run_1/clocks.png
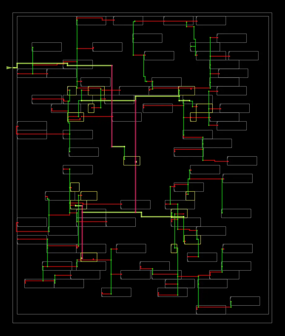
run_1/placement_by_type.png
Fill, decap, tap and diode cells in gray.
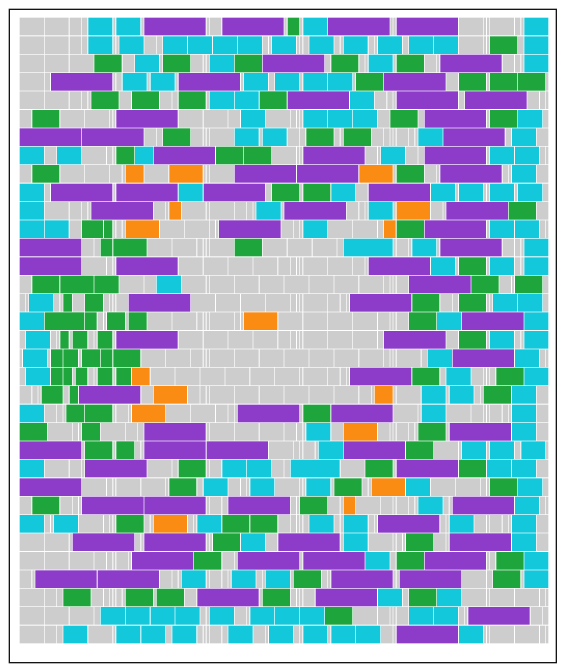
run_1/metal_density.png
The bar under the picture is 20 um long. The die is cut into 16 by 19 equal tiles; dark blue is low, red is high, scaled to the fullest tile. Values are wire area over tile area, all layers added.
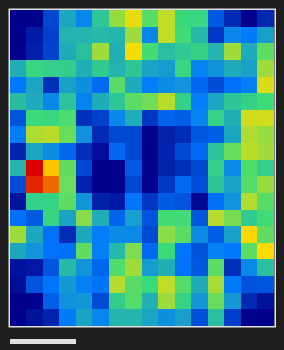
$ cat src/rtl/mem_bus_arbiter_pkg.sv
// Shared definitions for the memory bus arbiter: FSM states, requester count and the
// one-hot bit-mask helpers used by the round-robin picker.
package mem_bus_arbiter_pkg;

    localparam int N_REQ = 4;
    localparam logic [N_REQ-1:0] LAST_RESET = 4'b1000;

    typedef enum logic [1:0] {
        ST_IDLE  = 2'd0,
        ST_DRIVE = 2'd1,
        ST_WAIT  = 2'd2
    } state_t;

    // Sets every bit at and above the lowest set bit of x.
    function automatic logic [N_REQ-1:0] set_high_bits(input logic [N_REQ-1:0] x);
        logic [N_REQ-1:0] result;
        logic             acc;
        acc = 1'b0;
        for (int i = 0; i < N_REQ; i++) begin
            acc       = acc | x[i];
            result[i] = acc;
        end
        return result;
    endfunction

    // Keeps only the lowest set bit of x.
    function automatic logic [N_REQ-1:0] clear_high_bits(input logic [N_REQ-1:0] x);
        logic [N_REQ-1:0] neg;
        neg = ~x + 4'd1;
        return x & neg;
    endfunction

endpackage

$ cat src/rtl/mem_bus_arbiter_rr_pick4.sv
// Round-robin picker for four requesters: prefers the lowest requester strictly above the
// last grant, otherwise wraps to the lowest requester overall.
module rr_pick4
    import mem_bus_arbiter_pkg::*;
(
    input  logic [N_REQ-1:0] req,
    input  logic [N_REQ-1:0] last,
    output logic [N_REQ-1:0] pick
);

    logic [N_REQ-1:0] mask;
    logic [N_REQ-1:0] masked_req;
    logic [N_REQ-1:0] pick_masked;
    logic [N_REQ-1:0] pick_any;

    // last=1000 shifts out to zero, so the mask is empty and the pick wraps.
    assign mask        = set_high_bits({last[N_REQ-2:0], 1'b0});
    assign masked_req  = req & mask;
    assign pick_masked = clear_high_bits(masked_req);
    assign pick_any    = clear_high_bits(req);
    assign pick        = (masked_req != '0) ? pick_masked : pick_any;

endmodule

$ cat src/rtl/mem_bus_arbiter.sv
// Responder end of the shared tri-state memory bus: round-robin one-cycle grants with a dead
// cycle between grants, beat capture, and a valid/ready output holding the captured beat.
module mem_bus_arbiter
    import mem_bus_arbiter_pkg::*;
#(
    parameter int WIDTH = 64
) (
    input  logic             clk,
    input  logic             rst,
    input  logic [3:0]       req,
    output logic [3:0]       grant,
    input  logic [WIDTH-1:0] bus_data,
    output logic             out_valid,
    input  logic             out_ready,
    output logic [WIDTH-1:0] out_data,
    output logic [3:0]       out_src
);

    // Output handshake: a beat transfers on any rising edge where out_valid and out_ready are
    // both high; while out_valid is high and out_ready is low, out_data/out_src do not change.

    state_t           state_q;
    state_t           state_d;
    logic [3:0]       last_q;
    logic [3:0]       last_d;
    logic [3:0]       pick;
    logic [3:0]       grant_d;
    logic             valid_d;
    logic [WIDTH-1:0] data_d;
    logic [3:0]       src_d;

    rr_pick4 u_pick (
        .req  (req),
        .last (last_q),
        .pick (pick)
    );

    always_ff @(posedge clk or posedge rst) begin
        if (rst) begin
            state_q   <= ST_IDLE;
            grant     <= '0;
            last_q    <= LAST_RESET;
            out_valid <= 1'b0;
            out_data  <= '0;
            out_src   <= '0;
        end else begin
            state_q   <= state_d;
            grant     <= grant_d;
            last_q    <= last_d;
            out_valid <= valid_d;
            out_data  <= data_d;
            out_src   <= src_d;
        end
    end

    always_comb begin
        state_d = state_q;
        case (state_q)
            ST_IDLE:  if (req != '0) state_d = ST_DRIVE;
            ST_DRIVE: state_d = ST_WAIT;
            ST_WAIT:  if (out_ready) state_d = (req != '0) ? ST_DRIVE : ST_IDLE;
            default:  state_d = ST_IDLE;
        endcase
    end

    // Grant defaults low so it can only stay up for the single DRIVE cycle.
    always_comb begin
        grant_d = '0;
        last_d  = last_q;
        valid_d = out_valid;
        data_d  = out_data;
        src_d   = out_src;
        case (state_q)
            ST_IDLE: begin
                if (req != '0) begin
                    grant_d = pick;
                    last_d  = pick;
                end
            end
            ST_DRIVE: begin
                data_d  = bus_data;
                src_d   = grant;
                valid_d = 1'b1;
            end
            ST_WAIT: begin
                if (out_ready) begin
                    valid_d = 1'b0;
                    if (req != '0) begin
                        grant_d = pick;
                        last_d  = pick;
                    end
                end
            end
            default: begin
                valid_d = 1'b0;
            end
        endcase
    end

endmodule

$ cat config.mk
export PLATFORM = sky130hd
export DESIGN_NAME = mem_bus_arbiter
export DESIGN_NICKNAME = d
export VERILOG_FILES = /design/src/rtl/mem_bus_arbiter_pkg.sv /design/src/rtl/mem_bus_arbiter_rr_pick4.sv /design/src/rtl/mem_bus_arbiter.sv
export SDC_FILE = /design/constraint.sdc
export NUM_CORES = 1
export LEC_CHECK = 0
export CAP_MARGIN = 5
export CORE_ASPECT_RATIO = 1.2
export CORE_UTILIZATION = 41
export CTS_CLUSTER_DIAMETER = 100
export DETAILED_ROUTE_END_ITERATION = 7
export GPL_ROUTABILITY_DRIVEN = 0
export PLACE_DENSITY = 0.89
export SLEW_MARGIN = 20
export SYNTH_ARGS = -nofsm -noshare
export SYNTH_HDL_FRONTEND = slang
export SYNTH_HIERARCHICAL = 1
export SYNTH_SLANG_ARGS = --single-unit
export TNS_END_PERCENT = 30
$ cat constraint.sdc
create_clock -name clk -period 3.33 [get_ports clk]
set_input_delay 0.4995 -clock clk [delete_from_list [all_inputs] [get_ports clk]]
set_output_delay 0.4995 -clock clk [all_outputs]
set_load 0.01 [all_outputs]
==> flow_summary.yaml, run 1 <==
# synthesis and place-and-route metrics
final_timing:
  finalClockPeriodUsage: 0.597
  finalHoldViolCount: 0
  fmax_ghz: 0.503
  rsz0062_at_grt: "no"
  max-slew-margin-rel: 0.446
  slew_violations: 0
  finalSetupViolations: 0
  setup_tns_ns: 0
  fin_hold_ws_ns: 0.494
  finalCriticalPeriod_ns: 1.99
  worst_pin_slew_ns: 0.829
  fin_worst_skew_ns: 0.00922
cells_and_area:
  antenna_cells: 0
  syn_to_final_growth_pct: 55.8
  final_common_cell: "clkdlybuf4s50_1"
  fin_nets: 408
  nFillCells: 549
  lay_top_cells: "143 x clkdlybuf4s50_1, 78 x dfrtp_1, 71 x mux2_2"
  drive_above_1_share: 0.295
worst_setup_path:
  cp-start-kind: "register"
  path_cells: "nor2b_4 > buf_4 > mux2_2"
  reg2regPathDepth: 3
  cp_max_fo: 28
  cp-end-kind: "register"
  cp_slowest_cell: "nor2b_4"
  arrival_ns: 2.22
  crit_type: "register to register"
  cpPeakStageDelay_ns: 0.72
  cp_top_family: "simple AND/OR/NAND/NOR gates"
  cp.depth: 3
  cp.required_ns: 3.56
  crit_buf_inv: 1
run_status:
  outcome: "finished, final reports clean"
detailed_routing:
  antenna_left: 0
  drt_iter0_drc: 51
  wl_per_cell_um: 15.1
  drc: 0
  dr.pass1.iters: 4
  via_count: 2059
  routed_via_density: 4.77
  wirelength_um: 6500
placed_design:
  port_buffers: 143
  post-dp-hpwl_um: 4800
clocking:
  cts_resized: 0
  clkSlewWorstSetupHoldPaths_ns: 0.08
  hold_buffers: 0
  cts_sinks: 78
  cts_buffer_depth: 2
  postCtsSetupRepairBufs: 0
  insertion_delay_ns: 0.34
  cts_made_buffers: 9
  root_buffer: "clkbuf_8"
  cts-htree-levels: 3
  cts_tree: "built"
pwr:
  p_leak_nw: 1.96
  clock_power_uw: 628
  power-top-group: "combinational logic"
  p_clk_frac: 0.140
  pwr.group.sequential_mw: 1.67
  intPower_mw: 3.12
  seqPwrFrac: 0.373
  pg_comb_mw: 2.19
  swShare: 0.305
  combPwrFrac: 0.487
  peakVddDrop_uv: 509
  power.switching_mw: 1.37
  power.density_nw_per_um2: 947
die:
  fp_util: 0.420
  coreArea_um2: 7230
  chipArea_um2: 7760
  die_w_um: 80.6
  rows: 34
  pin_count: 144
  dieHeight_um: 96.3
synth:
  synth_area_um2: 3040
  yosys_warnings: 6
  fp_nets: 259
  syn_inst: 188
  avgSynthCellArea_um2: 16.2
global_routing:
  grtUsageTotal: 0.173
  antenna_found_initial: 0
  grt_pass1_wl_um: 9850
  overflow: 0
  grt_pass1_vias: 2042
  grt_max_degree: 41
job:
  drv_cap: 0
  tool_warnings: 26
hold_path:
  hold_depth: 1
  min_path_type: "register to register"
## Picture notes: clocks.png
count of clock buffers in the final design: 10
registers: 78

## Picture notes: placement_by_type.png
legend:
  remaining buffers and delay cells:
    color: cyan
    cells: 146
  combinational and other logic:
    color: green
    cells: 102
  clock drivers and dummy loads:
    color: orange
    cells: 16
  sequential cells:
    color: purple
    cells: 78

## Picture notes: metal_density.png
fullest tile: 0.40
emptiest ninth of the die: center
nearly empty tiles: 6.2%

-- run 1: metrics by stage --
step | instance area (um^2) | power [mW] | setup slack, ns | std cells | utilization
6_report | 4730 | 4.48 | 1.34 | 432 | 0.655
3_3_place_gp | 4560 | 3.83 | 1.30 | 416 | 0.630
5_1_grt | 4730 | 4.78 | 1.15 | 432 | 0.655
2_1_floorplan | 3040 | 2.80 | 0.835 | 188 | -
3_5_place_dp | 4560 | 3.91 | 1.22 | 416 | 0.630
4_1_cts | 4730 | 4.55 | 1.28 | 432 | 0.655
-- run 1: state kept, by name (all words and copies together) (netlist names) --
register,count
grant,4
out_src,4
out_valid,1
state_q,2
out_data,64
last_q,3
-- run 1: worst paths after layout --
check | start | endpoint | slack, ns
worst max-delay path | state_q[0]$_DFFE_PP0P_ | out_data[10]$_DFFE_PP0P_ | 1.34
worst min-delay path | out_valid$_DFFE_PP0P_ | out_valid$_DFFE_PP0P_ | 0.49
worst max register to register | state_q[0]$_DFFE_PP0P_ | out_data[10]$_DFFE_PP0P_ | 1.34
worst min register to register | out_valid$_DFFE_PP0P_ | out_valid$_DFFE_PP0P_ | 0.49
max in group asynchronous | rst | out_src[2]$_DFFE_PP0P_ | 2.12
min in group asynchronous | rst | out_data[5]$_DFFE_PP0P_ | 0.55
-- run 1: area by class of cell --
class / count / area [um^2] / area share
multi-input cells: 100 / 1010 / 0.213
clock inverters: 6 / 37.5 / 0.00793
clock buffers: 10 / 138 / 0.0291
well taps: 90 / 113 / 0.0238
flip-flops and latches: 78 / 1950 / 0.412
repair buffers: 146 / 1480 / 0.312
inverters: 2 / 8.76 / 0.00185
-- run 1: routing by layer --
layer  global-route usage  vias up  part of all wire
met5                    0        -                 0
met1                0.186     1019              0.38
li1                     -      955                 -
met3               0.0588        8             0.070
met2                0.310       77              0.54
met4               0.0714        0             0.012
run_1/layer_met1.png
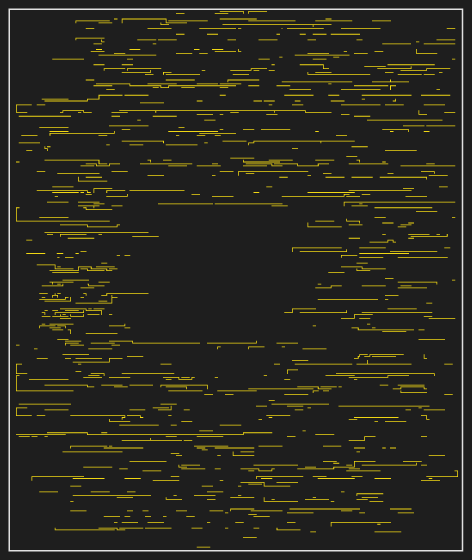

==> run 1 -> run 2 <==
==> constraint.sdc (replaced) <==
create_clock -name clk -period 1.9 [get_ports clk]
set_input_delay 0.285 -clock clk [delete_from_list [all_inputs] [get_ports clk]]
set_output_delay 0.285 -clock clk [all_outputs]
set_load 0.01 [all_outputs]
run_2/layer_met1.png
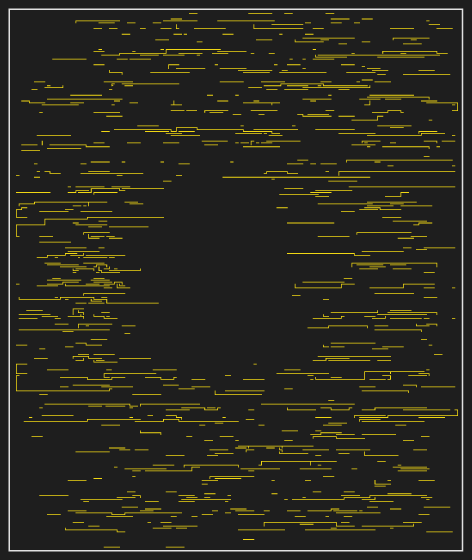
share of all routed wire: 39%
longest straight run: 26.2 um
wire length on this layer: 2540 um
main direction: horizontal
nets with wire on the layer: 342

run_2/layer_met3.png
The bar under the picture is 20 um long.
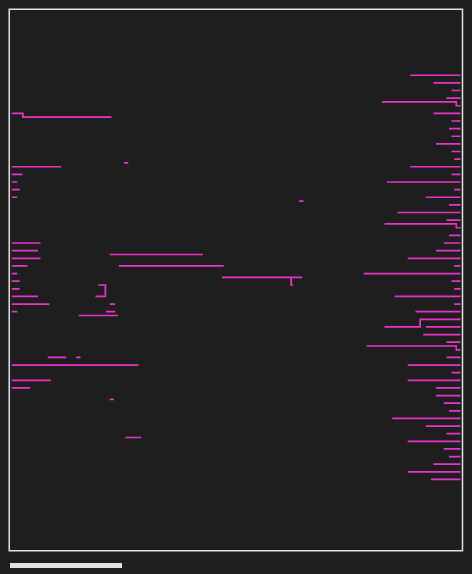
main direction: horizontal
share of all routed wire: 7.1%
nets with wire on the layer: 78
longest straight run: 22.3 um

==> run 2 against run 1 <==
Clock-buffer cell count unchanged. Sequential power up 76%. First-iteration DRC count up 31%. Clock power up 110%. Die area unchanged. Total power up 81%. Hold slack worse by 0.10 ns. Routed wire length down 0.83%. Non-clock buffer count up 3. Clock skew up 0.0053 ns. Critical endpoint is now out_data[55]. Largest cell class unchanged. Highest routed layer unchanged.
==> flow_summary.yaml, run 2 <==
# synthesis and place-and-route metrics
global_routing:
  grt_pass1_vias: 2089
  grtUsageTotal: 0.168
  antenna_found_initial: 0
  overflow: 0
  grt_max_degree: 79
  grt_pass1_wl_um: 9680
clocking:
  cts_resized: 0
  cts_sinks: 78
  insertion_delay_ns: 0.34
  root_buffer: "clkbuf_8"
  cts_made_buffers: 9
  hold_buffers: 0
  cts_tree: "built"
  clkSlewWorstSetupHoldPaths_ns: 0.08
  cts_buffer_depth: 2
  cts-htree-levels: 3
  postCtsSetupRepairBufs: 0
job:
  tool_warnings: 26
  drv_cap: 0
detailed_routing:
  wl_per_cell_um: 14.8
  via_count: 2071
  routed_via_density: 4.76
  drt_iter0_drc: 67
  wirelength_um: 6450
  dr.pass1.iters: 4
  drc: 0
  antenna_left: 0
synth:
  syn_inst: 188
  synth_area_um2: 3040
  yosys_warnings: 6
  fp_nets: 259
  avgSynthCellArea_um2: 16.2
final_timing:
  max-slew-margin-rel: 0.702
  slew_violations: 0
  finalClockPeriodUsage: 0.818
  fin_worst_skew_ns: 0.0145
  fin_ws_ns: 0.345
  finalHoldViolCount: 0
  finalSetupViolations: 0
  finalCriticalPeriod_ns: 1.55
  fmax_ghz: 0.643
  setup_tns_ns: 0
  rsz0062_at_grt: "no"
  fin_hold_ws_ns: 0.391
  worst_pin_slew_ns: 0.445
cells_and_area:
  nFillCells: 544
  antenna_cells: 0
  top_register: "out_data"
  fin_nets: 411
  fin_cells: 435
  reg_top3: "out_data: 64 flops, grant: 4 flops, out_src: 4 flops"
  final_common_cell: "clkdlybuf4s50_1"
  logic_area_um2: 1010
  lay_top_cells: "143 x clkdlybuf4s50_1, 78 x dfrtp_1, 71 x mux2_2"
  drive_above_1_share: 0.299
  largest_register_ffs: 64
  regArea_um2: 1950
  syn_to_final_growth_pct: 57.9
die:
  fp_util: 0.420
  chipArea_um2: 7760
  coreArea_um2: 7230
  rows: 34
  pin_count: 144
  dieHeight_um: 96.3
  die_w_um: 80.6
worst_setup_path:
  cp-start-kind: "register"
  cpPeakStageDelay_ns: 0.57
  path_cells: "clkdlybuf4s50_1"
  cp-end-kind: "output pin"
  cp_slowest_cell: "clkdlybuf4s50_1"
  arrival_ns: 1.27
  crit_buf_inv: 1
  cp_top_family: "buffers and inverters"
  cp.required_ns: 1.62
  crit_type: "register to output pin"
  cp_max_fo: 2
pwr:
  peakVddDrop_uv: 1240
  power_mw: 8.10
  p_leak_nw: 1.99
  power.density_nw_per_um2: 1690
placed_design:
  post-dp-hpwl_um: 4670
  pre_cts_ws_ns: 0.106
  port_buffers: 143
  dp.cells: 419
hold_path:
  min_path_type: "input pin to asynchronous set/reset pin"
run_status:
  outcome: "finished, final reports clean"
run 2: cell types whose count changed in the layout (fill, tap and decap cells not counted):
cell	previous run	this run
buf_4	1	4
bufinv_16	0	2
clkinv_2	4	2
clkbuf_1	0	1
clkbuf_8	10	9
clkinv_4	0	1
clkinvlp_4	3	2
run 2: final cells by class:
type / instances / area share
Clock buffer: 10 / 0.0266
Tap cell: 90 / 0.0235
Timing Repair Buffer: 149 / 0.313
Sequential cell: 78 / 0.407
Inverter: 2 / 0.00235
Multi-Input combinational cell: 100 / 0.210
Clock inverter: 6 / 0.0180
run 2: worst paths after layout:
path                                     startpoint                       end  slack [ns]  cells after the start
min reg2reg                   out_valid$_DFFE_PP0P_     out_valid$_DFFE_PP0P_        0.49                      1
max reg2reg                  state_q[0]$_DFFE_PP0P_  out_data[44]$_DFFE_PP0P_        0.41                      3
max in group asynchronous                       rst  out_data[14]$_DFFE_PP0P_        1.16                      3
min in group clk              out_valid$_DFFE_PP0P_     out_valid$_DFFE_PP0P_        0.49                      1
max                        out_data[55]$_DFFE_PP0P_              out_data[55]        0.35                      1
min                                             rst  out_data[39]$_DFFE_PP0P_        0.39                      3
run 2: report_power, final:
group / switching [mW] / internal [mW]
Clock: 0.583 / 0.738
Combinational: 1.37 / 2.47
Sequential: 0.447 / 2.49
run 2: metal layers:
metal	global-route usage	vias to the layer above	wire, um
met2	0.292	88	3330
met5	0	-	0
li1	-	965	-
met3	0.0436	13	458
met1	0.184	1005	2540
met4	0.0952	0	121
run 2: metrics by stage:
| step | area (um^2) | util |
|---|---|---|
| after floorplan | 3040 | - |
| after global placement | 4580 | 0.634 |
| after detailed placement | 4580 | 0.634 |
| after CTS | 4800 | 0.663 |
| after global routing | 4800 | 0.663 |
| final | 4800 | 0.663 |
run_2/placement_by_type.png
Fill, decap, tap and diode cells in gray.
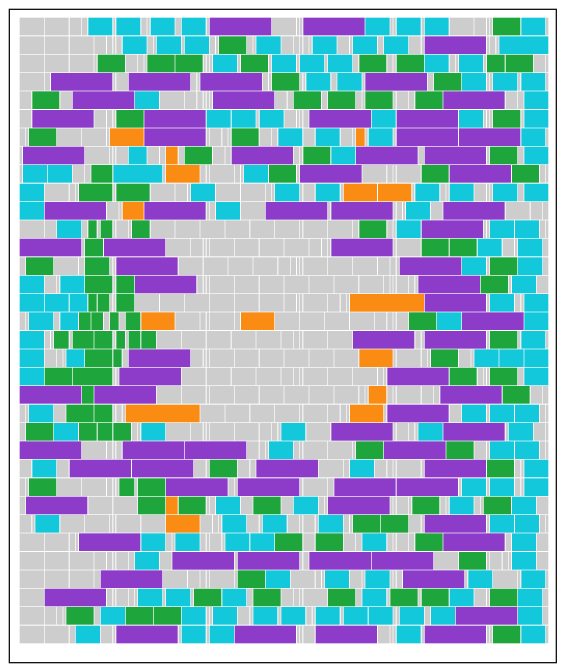

==> run 2 -> run 3 <==
--- a/config.mk
+++ b/config.mk
@@ -7,11 +7,11 @@
 export LEC_CHECK = 0
 export CAP_MARGIN = 5
 export CORE_ASPECT_RATIO = 1.2
-export CORE_UTILIZATION = 41
+export CORE_UTILIZATION = 37
 export CTS_CLUSTER_DIAMETER = 100
 export DETAILED_ROUTE_END_ITERATION = 7
 export GPL_ROUTABILITY_DRIVEN = 0
-export PLACE_DENSITY = 0.89
+export PLACE_DENSITY = 0.85
 export SLEW_MARGIN = 20
 export SYNTH_ARGS = -nofsm -noshare
 export SYNTH_HDL_FRONTEND = slang
==> constraint.sdc (replaced) <==
create_clock -name clk -period 1.3 [get_ports clk]
set_input_delay 0.195 -clock clk [delete_from_list [all_inputs] [get_ports clk]]
set_output_delay 0.195 -clock clk [all_outputs]
set_load 0.01 [all_outputs]
run_3/placement_by_type.png
Fill, decap, tap and diode cells in gray.
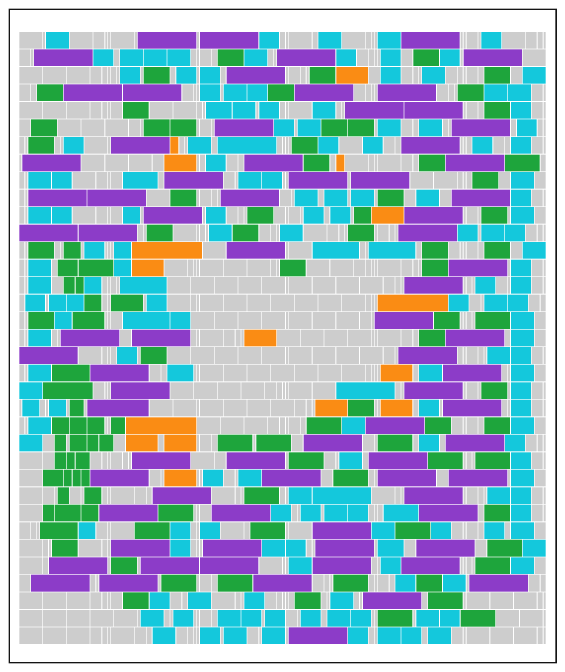
legend:
  clock drivers and dummy loads:
    color: orange
    cells: 16
  combinational and other logic:
    color: green
    cells: 102
  remaining buffers and delay cells:
    color: cyan
    cells: 165
  sequential cells:
    color: purple
    cells: 78

==> run 3 against run 2 <==
The flow now finishes with violations (design-rule violations, negative setup slack). Clock-buffer cell count grew 3. Clock power increased by 69%. Combinational power increased by 57%. Global-route usage up 0.48 points. Sequential share of layout area decreased by 2.2 points. Die area grew 11%. Final cell count up 4.1%. Utilization is 1.2 points lower. Via count rose by 6.4%. Non-clock buffer count increased by 16. Worst setup slack got worse by 0.44 ns.
==> flow_summary.yaml, run 3 <==
# synthesis and place-and-route metrics
run_status:
  outcome: "complete, but fails checks"
  violations: "design-rule violations, negative setup slack"
die:
  coreArea_um2: 7790
  dieHeight_um: 101
  chipArea_um2: 8580
  rows: 35
  fp_util: 0.390
  die_w_um: 84.7
  pin_count: 144
final_timing:
  max-slew-margin-rel: 0.789
  rsz0062_at_grt: "yes"
  finalCriticalPeriod_ns: 1.40
  fmax_ghz: 0.716
  finalClockPeriodUsage: 1.07
  fin_ws_ns: -0.0967
  slew_violations: 0
  worst_pin_slew_ns: 0.315
  finalHoldViolCount: 0
  finalSetupViolations: 53
worst_setup_path:
  cp-end-kind: "register"
  cp-start-kind: "register"
  cp.required_ns: 1.53
  cp_top_family: "flip-flops"
  crit_type: "register to register"
  cp_max_fo: 8
  cp_slowest_cell: "dfrtp_1"
  crit_buf_inv: 2
  cpPeakStageDelay_ns: 0.43
  path_cells: "nor2b_4 > buf_8 > buf_8 > mux2_2"
  crit_path_frequent_cell: "buf_8"
  arrival_ns: 1.63
global_routing:
  grtUsageTotal: 0.172
  grt_pass1_wl_um: 11100
  overflow: 0
  grt_pass1_vias: 2303
  antenna_found_initial: 0
  grt_max_degree: 43
cells_and_area:
  top_register: "out_data"
  logic_area_um2: 1120
  antenna_cells: 0
  fin_nets: 427
  final_area_um2: 5080
  largest_register_ffs: 64
  final_common_cell: "dfrtp_1"
  fin_cells: 453
  drive_above_1_share: 0.332
  regArea_um2: 1950
  lay_top_cells: "77 x dfrtp_1, 73 x dlygate4sd2_1, 70 x clkdlybuf4s50_1"
  reg_top3: "out_data: 64 flops, grant: 4 flops, out_src: 4 flops"
  nFillCells: 615
  syn_to_final_growth_pct: 67.3
clocking:
  cts_resized: 75
  clkSlewWorstSetupHoldPaths_ns: 0.08
  root_buffer: "clkbuf_8"
  cts_made_buffers: 9
  cts_tree: "built"
  cts_buffer_depth: 2
  cts-htree-levels: 3
  postCtsSetupRepairBufs: 0
  hold_buffers: 0
  insertion_delay_ns: 0.35
detailed_routing:
  antenna_left: 0
  drt_iter0_drc: 66
  routed_via_density: 4.87
  wirelength_um: 7940
  wl_per_cell_um: 17.5
  dr.pass1.iters: 8
  drc: 9
  via_count: 2204
synth:
  yosys_warnings: 6
  syn_inst: 188
  avgSynthCellArea_um2: 16.2
  fp_nets: 259
  synth_area_um2: 3040
pwr:
  p_leak_nw: 2.34
  power.density_nw_per_um2: 2460
  peakVddDrop_uv: 1160
placed_design:
  placed_cell_area_um2: 4650
  post-dp-hpwl_um: 5250
  port_buffers: 143
  pre_cts_ws_ns: -0.361
  dp.cells: 426
job:
  tool_warnings: 29
  drv_cap: 0
hold_path:
  min_path_type: "input pin to asynchronous set/reset pin"
run_3/clocks.png
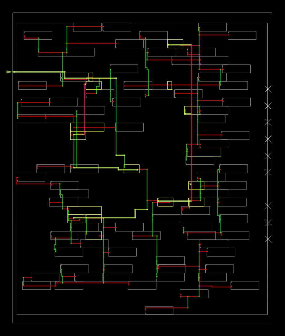
clk_skew: 0.0140 ns
CTS sink count: 78

[run 3: netlist changes by cell type in the layout (fill, tap and decap cells not counted), sizes merged]
cell and change:
buf +13, clkbuf +6, clkinvlp -1, dlygate4sd2 +73
bufinv +1, clkdlybuf4s50 -73, clkinv -3
[run 3: path summary, 6_finish.rpt]
kind	end	from	slack [ns]	cells after the start
max	out_data[62]$_DFFE_PP0P_	state_q[1]$_DFFE_PP0P_	-0.1	4
max in group asynchronous	out_data[28]$_DFFE_PP0P_	rst	0.81	3
min	out_data[63]$_DFFE_PP0P_	rst	0.27	3
max reg2reg	out_data[62]$_DFFE_PP0P_	state_q[1]$_DFFE_PP0P_	-0.1	4
min reg2reg	out_valid$_DFFE_PP0P_	out_valid$_DFFE_PP0P_	0.48	1
min in group clk	out_data[63]$_DFFE_PP0P_	bus_data[63]	0.45	2
[run 3: metal layers]
metal	vias up	share of wire	routed length [um]	global-route usage
met5	-	0	0	0
met4	0	0.018	146	0.0965
met3	12	0.057	454	0.0465
met2	85	0.55	4340	0.321
met1	1112	0.38	3000	0.175
li1	995	-	-	-
[run 3: through the flow]
step	hold slack, ns	TNS [ns]	utilization	power (mW)
after floorplan	0.347	-0.439	-	7.17
after global placement	0.469	-3.64	0.596	9.96
after detailed placement	0.476	-4.65	0.596	10.2
after CTS	0.264	-3.51	0.618	11.6
after global routing	0.293	-5.94	0.652	13.2
final	0.271	-3.76	0.652	12.5
[run 3: area by class of cell]
type / count / share of cell area
sequential: 78 / 0.384
timing repair buffer: 165 / 0.322
multi-input combinational: 100 / 0.220
clock buffer: 13 / 0.0313
tap: 92 / 0.0227
clock inverter: 3 / 0.0177
inverter: 2 / 0.00222
[run 3: report_power, final]
group	switching (mW)	internal [mW]
registers	0.622	3.64
clock network	0.850	1.38
logic	2.36	3.65
No activity file was given, so power comes from the tool's default toggle rates.
